Fig. 1: wires at chosen ports, followed through buffers
Scale bar: 20 um.
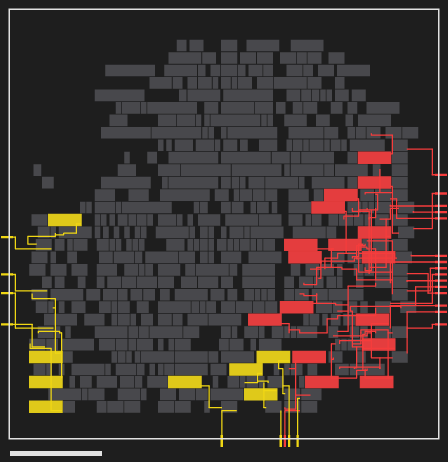
Fig. 2: sequential cells coloured by netlist name
Scale bar: 20 um. Other sequential cells in the stronger grey, the rest of the logic in the fainter grey.
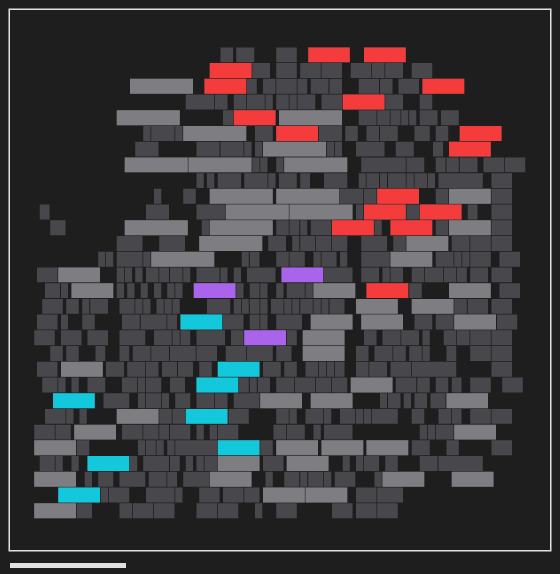
`config.mk`:
```
export PLATFORM = sky130hd
export DESIGN_NAME = sink_rand
export DESIGN_NICKNAME = d
export VERILOG_FILES = /design/src/rtl/stream_pkg.sv /design/src/rtl/lfsr16.sv /design/src/rtl/sink_rand.sv
export SDC_FILE = /design/constraint.sdc
export NUM_CORES = 1
export LEC_CHECK = 0
export CORE_MARGIN = 4
export CORE_UTILIZATION = 52
export DETAILED_ROUTE_END_ITERATION = 12
export PLACE_DENSITY = 0.88
export SYNTH_ARGS = -nofsm -noshare
export SYNTH_HDL_FRONTEND = slang
export SYNTH_HIERARCHICAL = 1
export SYNTH_SLANG_ARGS = --single-unit
export TNS_END_PERCENT = 1
```
`constraint.sdc`:
```
create_clock -name clk -period 3.2 [get_ports clk]
set_input_delay 0.32 -clock clk [delete_from_list [all_inputs] [get_ports clk]]
set_output_delay 0.32 -clock clk [all_outputs]
set_load 0.005 [all_outputs]
```
`src/rtl/stream_pkg.sv`:
```
// Shared types and constants for the randomized stream source/sink blocks.
// The Galois step lives here so every LFSR user advances identically.
package stream_pkg;

  typedef enum logic {ST_READY, ST_STALL} state_e;

  localparam logic [15:0] LFSR_MASK = 16'hB400;
  localparam int          CNT_W     = 16;

  function automatic logic [15:0] lfsr_next(input logic [15:0] s);
    return {1'b0, s[15:1]} ^ (s[0] ? LFSR_MASK : 16'h0000);
  endfunction

endpackage

```
`src/rtl/lfsr16.sv`:
```
// 16-bit right-shifting Galois LFSR; advances one step per cycle with en high.
// A zero seed would lock up, so it is replaced by 1 at reset.
module lfsr16
  import stream_pkg::*;
(
  input  logic        clk,
  input  logic        rst,
  input  logic        en,
  input  logic [15:0] seed,
  output logic [15:0] q
);

  logic [15:0] q_q;
  logic [15:0] q_d;

  always_comb begin
    q_d = q_q;
    if (en) q_d = lfsr_next(q_q);
  end

  always_ff @(posedge clk) begin
    if (!rst) q_q <= (seed == 16'h0000) ? 16'h0001 : seed;
    else      q_q <= q_d;
  end

  assign q = q_q;

endmodule

```
`src/rtl/sink_rand.sv`:
```
// Stream sink with LFSR-driven backpressure, beat/packet statistics and a protocol monitor.
// Stats visible one cycle after the accepting edge; ready drops for d cycles after an accept.
module sink_rand
  import stream_pkg::*;
#(
  parameter int          LEN          = 8,
  parameter logic [15:0] SEED         = 16'hACE1,
  parameter bit          STALL_EN     = 1'b1,
  parameter int          MAX_DLY_BITS = 3
) (
  input  logic             clk,
  input  logic             rst,
  input  logic             valid,
  input  logic             last,
  input  logic [LEN-1:0]   data,
  output logic             ready,
  output logic [CNT_W-1:0] word_cnt,
  output logic [CNT_W-1:0] pkt_cnt,
  output logic [LEN-1:0]   checksum,
  output logic [LEN-1:0]   last_data,
  output logic             proto_err
);

  state_e                  state_q;
  logic                    ready_q;
  logic [MAX_DLY_BITS-1:0] dly_cnt_q;

  logic [CNT_W-1:0] word_cnt_q, word_cnt_d;
  logic [CNT_W-1:0] pkt_cnt_q, pkt_cnt_d;
  logic [LEN-1:0]   checksum_q, checksum_d;
  logic [LEN-1:0]   last_data_q, last_data_d;

  logic             stalled_q;
  logic [LEN-1:0]   data_q;
  logic             proto_err_q;

  logic                    accept;
  logic [15:0]             lfsr;
  logic [MAX_DLY_BITS-1:0] dly;
  logic                    violation;

  assign accept = valid && ready_q;
  assign dly    = lfsr[MAX_DLY_BITS-1:0];

  // Upper LFSR bits are kept only for other consumers of the same generator.
  logic unused_lfsr_hi;
  assign unused_lfsr_hi = ^lfsr[15:MAX_DLY_BITS];

  lfsr16 u_lfsr (
    .clk  (clk),
    .rst  (rst),
    .en   (accept),
    .seed (SEED),
    .q    (lfsr)
  );

  always_ff @(posedge clk) begin
    if (!rst) begin
      state_q   <= ST_READY;
      ready_q   <= 1'b0;
      dly_cnt_q <= '0;
    end else begin
      case (state_q)
        ST_READY: begin
          ready_q <= 1'b1;
          if (accept && STALL_EN && (dly != '0)) begin
            state_q   <= ST_STALL;
            dly_cnt_q <= dly;
            ready_q   <= 1'b0;
          end
        end
        ST_STALL: begin
          dly_cnt_q <= dly_cnt_q - MAX_DLY_BITS'(1);
          if (dly_cnt_q == MAX_DLY_BITS'(1)) begin
            state_q <= ST_READY;
            ready_q <= 1'b1;
          end
        end
        default: state_q <= ST_READY;
      endcase
    end
  end

  always_comb begin
    word_cnt_d  = word_cnt_q;
    pkt_cnt_d   = pkt_cnt_q;
    checksum_d  = checksum_q;
    last_data_d = last_data_q;
    if (accept) begin
      word_cnt_d  = word_cnt_q + CNT_W'(1);
      pkt_cnt_d   = pkt_cnt_q + CNT_W'(last);
      checksum_d  = checksum_q + data;
      last_data_d = data;
    end
  end

  always_ff @(posedge clk) begin
    if (!rst) begin
      word_cnt_q  <= '0;
      pkt_cnt_q   <= '0;
      checksum_q  <= '0;
      last_data_q <= '0;
    end else begin
      word_cnt_q  <= word_cnt_d;
      pkt_cnt_q   <= pkt_cnt_d;
      checksum_q  <= checksum_d;
      last_data_q <= last_data_d;
    end
  end

  // A producer that was refused must hold valid and data until accepted.
  assign violation = stalled_q && (!valid || (data != data_q));

  always_ff @(posedge clk) begin
    if (!rst) begin
      stalled_q   <= 1'b0;
      data_q      <= '0;
      proto_err_q <= 1'b0;
    end else begin
      stalled_q <= valid && !ready_q;
      data_q    <= data;
      if (violation) proto_err_q <= 1'b1;
    end
  end

  assign ready     = ready_q;
  assign word_cnt  = word_cnt_q;
  assign pkt_cnt   = pkt_cnt_q;
  assign checksum  = checksum_q;
  assign last_data = last_data_q;
  assign proto_err = proto_err_q;

endmodule

```
==> notes.md <==
fresh numbers from the pnr run: Worst-Skew Late Latency=360 ps, Residual DRC=0, Worst path top cell family by delay=buffers and inverters, drt wl/cell=13.6 um, GR Overflow Total=0, clock root buffer=clkbuf_8, Dominant flop cell=dfxtp_1, Crit path arrival time=2410 ps, gr usage total=18.8%, CTS resizes=0, unrepaired setup endpoints after global routing=no, Cell Rows=30, setup_tns=0 ps, count leader, synth=dfxtp_1, most numerous logic cells after layout=dfxtp_1 (63), clkdlybuf4s50_1 (60), nand2_1 (54), Die Size=8730 um^2, status=finished, final reports clean, post-CTS setup buffer count=0, Pleak=1.92 nW, share of layout cells above drive strength 1=9.47%, first-pass GRT wire length=13100 um, Core Region=6940 um^2, Tool Warnings=27, Worst-Margin Slew=742 ps, most frequent cells after synthesis=dfxtp_1 (63), nand2_1 (54), and2_1 (33), Post-synth EDFFs=16, register share after synthesis=45.9%, maximum clock rate=465 MHz, Yosys top cell area share=33.2%, max-cap violation count=0, AO/OA Area Share=8.57%, crit path kind=primary input to flop, max incr delay on CP=540 ps, Detail Route Antenna Nets=0, Top cell excl fill/tap=dfxtp_1, Post-Route WL=7770 um, Cell area leaders=dfxtp_1 (33%), edfxtp_1 (13%), and2_1 (5.4%), Synth area leader=dfxtp_1, simple share=24.9%, hold_buf cts=0, CP Cell Sequence=clkdlybuf4s50_1 -> ha_1 -> inv_1 -> fa_1 -> nor2b_1 -> o21ai_0 -> a21boi_0 -> o31ai_1 -> and2_1, WP buf/inv=2, Top logic family=simple AND/OR/NAND/NOR gates, die width=93.4 um, required time worst endpoint=3460 ps, CTS Sinks=79, Via density=5.02, area share of fa/ha/maj cells after synthesis=4.48%, pin count of the biggest net entering global routing=89, # Cells Yosys=379, Worst R2R Setup Slack=1200 ps, number of CTS-inserted buffers=9, fp util=54.7%, min Tclk post-route=2150 ps, Worst Path Max Fanout=4, XOR-XNOR Cells, Area Fraction=9.23%, post-DP HPWL=5340 um, nets=495, hold slack=467 ps, CTS clk-pin slew, worst paths=90 ps, YS warnings=6, Post-Syn Instances=379, Peak VDD IR=0.315 mV, Area Growth Syn to Fin=25.0%, Setup Skew=12.6 ps, GPL Wtd Cong=0.808, Die Y=93.4 um, vias post-DR=2865, HP Class=flop to flop, Cell Type Count=47, Async SR Flop Fraction=0%, ys flops=79, initial detailed-routing violation count=193, Post-Syn Area=3800 um^2, vias in the first global route=2820, CP Capture Type=flop, Inserted Diodes=0, Final Max Tran Viols=0, Startpoint Class=primary input, syn avg cell area=10.0 um^2
## Picture notes: Fig. 1
[yellow] `last_data` | direction: output | edge: 4 south, 4 west | end cells: 8 | buffers: 8 | wire: 199 um
[red] `pkt_cnt` | direction: output | edge: 15 east, 1 south | end cells: 16 | buffers: 16 | wire: 648 um
I/O Pins: 62
Port-buffer cells: 61

## Picture notes: Fig. 2
[red] `word_cnt` | flops: 16
[cyan] `checksum` | flops: 8
[purple] `dly_cnt_q` | flops: 3
Sequential Power: 0.00111 W
Core Util, Final: 68.4%
Storage cell area: 1740 um^2

-- cells by family after synthesis --
group,count (synthesis)
fa+ha+maj,13
simple gates,161
other cells,2
flops,79
mux,14
buf+inv,22
compound gates,48
xor+xnor,40
-- metrics by stage --
stage	power, W	instances	util [%]	area (um^2)	setup slack, ps
finish	0.00200	571	68.4	4750	1050
global route	0.00210	571	68.4	4750	867
CTS	0.00201	571	68.4	4750	1100
detailed placement	0.00137	555	66.0	4580	737
global placement	0.00136	555	66.0	4580	841
floorplan	0.00128	409	-	3910	1420
-- area by class of cell --
type	count	share of cell area [%]
multi-input combinational	308	43.5
sequential	79	36.7
timing repair buffer	64	13.2
clock buffer	10	2.69
tap	96	2.53
clock inverter	6	0.738
inverter	8	0.633
-- layer usage --
layer / routed length, um / part of all wire (%) / vias to the layer above / track usage (%)
met1: 3460 / 45 / 1330 / 23.3
met2: 3790 / 49 / 72 / 32.3
met5: 0 / 0 / - / 0
met4: 130 / 1.7 / 0 / 7.45
met3: 391 / 5.0 / 13 / 3.22
li1: - / - / 1450 / -
-- where the power goes --
| group | total, W | switching (W) | leakage (nW) | internal, W |
|---|---|---|---|---|
| Sequential | 0.00111 | 0.0000374 | 0.671 | 0.00107 |
| Clock | 0.000644 | 0.000365 | 0.0821 | 0.000278 |
| Combinational | 0.000244 | 0.000122 | 1.16 | 0.000122 |
-- path summary, 6_finish.rpt --
path	from	end	depth (start not counted)
worst min register to register	last_data[2]	last_data[2]	2
worst max register to register	checksum[0]	checksum[4]	8
worst max-delay path	data[0]	checksum[4]	9
worst min-delay path	last_data[2]	last_data[2]	2
-- registers in the layout, indices dropped and copies added (netlist names), 3 cells and up --
name / cells
pkt_cnt: 16
u_lfsr/q: 16
dly_cnt_q: 3
word_cnt: 16
last_data: 8
data_q: 8
checksum: 8
Power figures rest on the tool's default switching activity, not on a simulated workload.
